Fig. 1: routing congestion
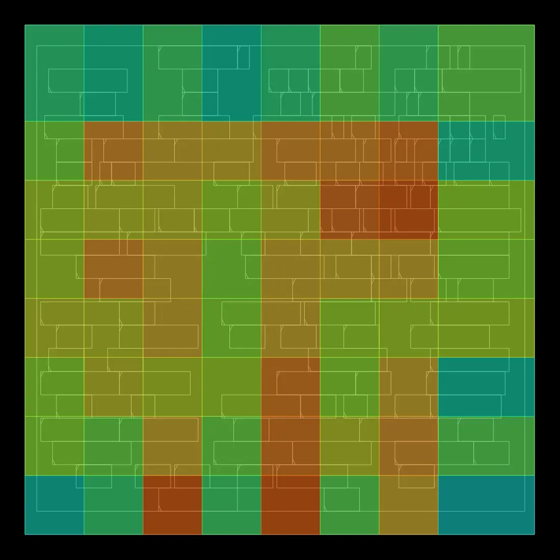
Fig. 2: zoomed window
Window x 32 to 57, y 32 to 57 um. Cells in grey, sequential cells in the stronger grey; small squares are vias.
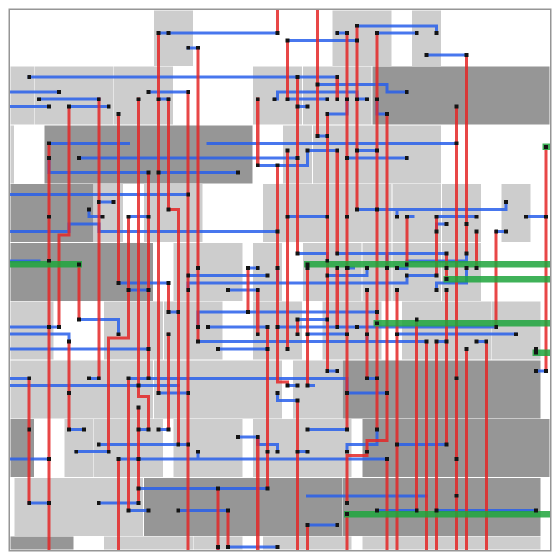
Fig. 3: selected gate families
Scale: 4 px per um.
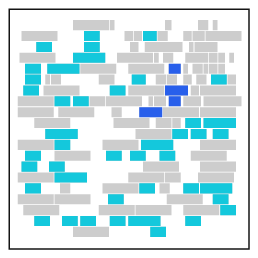
--- src/rtl/vec_serializer_if.sv ---
// Vector-in / element-out handshake bundle for vec_serializer.
// The master side presents vectors and consumes elements; the slave side is the serializer.
interface vec_serializer_if #(
  parameter int unsigned WIDTH = 8,
  parameter int unsigned DEPTH = 4
);
  localparam int unsigned IDXW = $clog2(DEPTH);

  logic             in_valid;
  logic             in_ready;
  logic [WIDTH-1:0] in_vec [DEPTH];
  logic [IDXW:0]    in_len;
  logic             out_valid;
  logic             out_ready;
  logic [WIDTH-1:0] out_data;
  logic [IDXW-1:0]  out_idx;
  logic             out_last;
  logic             done;

  modport master (
    output in_valid, in_vec, in_len, out_ready,
    input  in_ready, out_valid, out_data, out_idx, out_last, done
  );

  modport slave (
    input  in_valid, in_vec, in_len, out_ready,
    output in_ready, out_valid, out_data, out_idx, out_last, done
  );
endinterface

--- src/rtl/vec_serializer.sv ---
// Parallel-load vector serializer: captures one DEPTH-element vector and streams its
// first in_len elements out in index order, with zero-bubble reload and a done pulse.
module vec_serializer #(
  parameter int unsigned WIDTH = 8,
  parameter int unsigned DEPTH = 4
) (
  input  logic              clk,
  input  logic              reset,
  input  logic              flush,
  vec_serializer_if.slave   bus
);
  localparam int unsigned IDXW = $clog2(DEPTH);
  localparam int unsigned LENW = IDXW + 1;

  localparam logic [0:0] IDLE = 1'b0;
  localparam logic [0:0] SEND = 1'b1;

  logic [0:0]       state, state_n;
  logic [WIDTH-1:0] vbuf [DEPTH];
  logic [IDXW-1:0]  idx, idx_n;
  logic [LENW-1:0]  len_q, len_n, len_clamp;
  logic             done_q, done_n;
  logic             last, ready_c, load, out_hs;

  assign len_clamp = (bus.in_len > LENW'(DEPTH)) ? LENW'(DEPTH) : bus.in_len;
  assign last      = (state == SEND) && (LENW'(idx) == (len_q - LENW'(1)));

  // Ready also in the cycle the final element leaves, so the next vector loads without a gap
  assign ready_c = ((state == IDLE) || ((state == SEND) && last && bus.out_ready)) && !flush;
  assign load    = bus.in_valid && ready_c;
  assign out_hs  = (state == SEND) && bus.out_ready;

  assign bus.in_ready  = ready_c;
  assign bus.out_valid = (state == SEND);
  assign bus.out_data  = vbuf[idx];
  assign bus.out_idx   = idx;
  assign bus.out_last  = last;
  assign bus.done      = done_q;

  always_ff @(posedge clk or posedge reset) begin
    if (reset) begin
      state  <= IDLE;
      idx    <= '0;
      len_q  <= '0;
      done_q <= 1'b0;
    end else begin
      state  <= state_n;
      idx    <= idx_n;
      len_q  <= len_n;
      done_q <= done_n;
    end
  end

  // Element buffer is written only on the load handshake
  always_ff @(posedge clk or posedge reset) begin
    if (reset) begin
      for (int i = 0; i < int'(DEPTH); i++) vbuf[i] <= '0;
    end else if (load) begin
      for (int i = 0; i < int'(DEPTH); i++) vbuf[i] <= bus.in_vec[i];
    end
  end

  always_comb begin
    state_n = state;
    idx_n   = idx;
    len_n   = len_q;
    done_n  = 1'b0;
    if (flush) begin
      state_n = IDLE;
      idx_n   = '0;
    end else begin
      if (out_hs) begin
        if (last) begin
          state_n = IDLE;
          idx_n   = '0;
          done_n  = 1'b1;
        end else begin
          idx_n = idx + IDXW'(1);
        end
      end
      // A same-cycle load overrides the return to IDLE
      if (load) begin
        len_n = len_clamp;
        idx_n = '0;
        if (len_clamp == '0) begin
          state_n = IDLE;
          done_n  = 1'b1;
        end else begin
          state_n = SEND;
        end
      end
    end
  end
endmodule

--- src/flat_wrapper.sv ---
// flat-port wrapper written by rule: the top's interface ports become plain ports
module vec_serializer_flat 
#(
  parameter int unsigned WIDTH = 8,
  parameter int unsigned DEPTH = 4
)
  (clk, reset, flush, bus_in_valid, bus_in_vec, bus_in_len, bus_out_ready, bus_in_ready, bus_out_valid, bus_out_data, bus_out_idx, bus_out_last, bus_done);
  vec_serializer_if #(.WIDTH(WIDTH), .DEPTH(DEPTH)) bus_i ();
  input  logic clk;
  input  logic reset;
  input  logic flush;
  input wire logic [$bits(bus_i.in_valid)-1:0] bus_in_valid;
  input wire logic [$bits(bus_i.in_vec)-1:0] bus_in_vec;
  input wire logic [$bits(bus_i.in_len)-1:0] bus_in_len;
  input wire logic [$bits(bus_i.out_ready)-1:0] bus_out_ready;
  output wire logic [$bits(bus_i.in_ready)-1:0] bus_in_ready;
  output wire logic [$bits(bus_i.out_valid)-1:0] bus_out_valid;
  output wire logic [$bits(bus_i.out_data)-1:0] bus_out_data;
  output wire logic [$bits(bus_i.out_idx)-1:0] bus_out_idx;
  output wire logic [$bits(bus_i.out_last)-1:0] bus_out_last;
  output wire logic [$bits(bus_i.done)-1:0] bus_done;
  assign bus_i.in_valid = bus_in_valid;
  assign bus_i.in_vec = {>>{bus_in_vec}};
  assign bus_i.in_len = bus_in_len;
  assign bus_i.out_ready = bus_out_ready;
  assign bus_in_ready = bus_i.in_ready;
  assign bus_out_valid = bus_i.out_valid;
  assign bus_out_data = bus_i.out_data;
  assign bus_out_idx = bus_i.out_idx;
  assign bus_out_last = bus_i.out_last;
  assign bus_done = bus_i.done;
  vec_serializer #(.WIDTH(WIDTH), .DEPTH(DEPTH)) u_core (.clk(clk), .reset(reset), .flush(flush), .bus(bus_i));
endmodule
--- config.mk ---
export PLATFORM = sky130hd
export DESIGN_NAME = vec_serializer_flat
export DESIGN_NICKNAME = d
export VERILOG_FILES = /design/src/rtl/vec_serializer_if.sv /design/src/rtl/vec_serializer.sv /design/src/flat_wrapper.sv
export SDC_FILE = /design/constraint.sdc
export NUM_CORES = 1
export LEC_CHECK = 0
export CAP_MARGIN = 20
export CORE_MARGIN = 1
export CORE_UTILIZATION = 55
export DETAILED_ROUTE_END_ITERATION = 6
export DONT_BUFFER_PORTS = 1
export GPL_TIMING_DRIVEN = 0
export HOLD_SLACK_MARGIN = 0.05
export PLACE_DENSITY = 0.71
export SYNTH_ARGS = -nofsm -noshare
export SYNTH_HDL_FRONTEND = slang
export SYNTH_SLANG_ARGS = --single-unit
--- constraint.sdc ---
create_clock -name clk -period 2.3 [get_ports clk]
set_input_delay 0.46 -clock clk [delete_from_list [all_inputs] [get_ports clk]]
set_output_delay 0.46 -clock clk [all_outputs]
set_load 0.03 [all_outputs]
==> qor.rpt <==
STA
----------------------------------------------------------------------
Worst hold-check slack                                        0.134 ns
Final Skew                                                   0.0117 ns
Worst setup slack after layout                               0.0429 ns

LOGIC SYNTHESIS
----------------------------------------------------------------------
Tally of unique sky130hd cells used after synthesis                 28
Simple-Gate Fraction of Synth Area                              0.0618
Share of synthesized area spent on multiplexers                  0.314
Post-synthesis cell count from yosys                               121
Post-synth EDFFs                                                     0
Leading cell types by total area after synthesis          dfrtp_1, mux2_2, mux4_2
#FFs+latches synth                                                  39

GLOBAL ROUTING
----------------------------------------------------------------------
Total congestion overflow after global routing                       0

CLOCK TREE
----------------------------------------------------------------------
Root buf cell                                                 clkbuf_4
Quantity of hold-fixing buffers added after cts                      0
Clock Sinks                                                         39

JOB
----------------------------------------------------------------------
Number of logged tool warnings                                      27

CELLS AND AREA
----------------------------------------------------------------------
Proportion of layout cells with a drive suffix above 1           0.473
Clock Network Area Fraction                                     0.0208
Area delta synth->final                                          8.79%

PWR
----------------------------------------------------------------------
VDD IR-drop max                                             0.000485 V

DETAILED ROUTING
----------------------------------------------------------------------
Post-route DRC violation count                                       0
Number of iterations in the first detailed-routing pass              4

DIE
----------------------------------------------------------------------
Floorplan core density                                           0.587

PLACE
----------------------------------------------------------------------
Area after detailed placement                             0.00188 sq mm

CRITICAL PATH
----------------------------------------------------------------------
Highest fanout seen on the critical path                             4

RUN STATUS
----------------------------------------------------------------------
Run status                                                finished, final reports clean

-- Fig. 1 (at the start) --
met1 Track Usage GR: 0.248
overall track demand over capacity in global routing: 0.220
met2 track demand over resource: 0.374

-- Fig. 2 (at the start) --
| colour | layer |
|---|---|
| blue | metal 1 |
| red | metal 2 |
| green | metal 3 |
sequential cells in the window: 7
most frequent: dfrtp_1 (5), nand2b_1 (3)
cells with their middle in the window: 43
netlist names of flops here include: u_core.bus.out_idx (2), u_core.vbuf (2)

-- Fig. 3 (at the start) --
| colour | family | cells |
|---|---|---|
| cyan | mux cells | 43 |
| blue | xor and xnor cells | 4 |
Comb/total area: 0.417
post-layout instance count excluding filler cells: 173
most common logic cell in the routed design: dfrtp_1

-- sequential cells by signal (all words and copies together) (netlist names) --
| register | flops |
|---|---|
| u_core.bus.out_idx | 2 |
| u_core.bus.done | 1 |
| u_core.len_q | 3 |
| u_core.vbuf | 32 |
| u_core.bus.out_valid | 1 |
-- cells in the final DEF (no fill, tap or decap), types with 2 or more instances in the layout --
cell type	instances
mux2i_1	2
dfrtp_1	37
clkbuf_4	5
clkbuf_1	2
nor2_1	2
buf_4	2
inv_1	2
nor3b_1	2
nand2_1	2
or3_1	2
nand2b_1	5
a21oi_4	2
dfrtp_2	2
buf_6	4
mux2_2	32
mux4_2	8
-- per-layer routing --
metal,vias up,GRT usage,share of wire
met2,38,0.374,0.52
met1,517,0.248,0.37
met5,-,0,0
met3,6,0.0983,0.087
met4,0,0.0698,0.015
li1,458,-,-
Power is estimated from default activity; no workload was simulated.
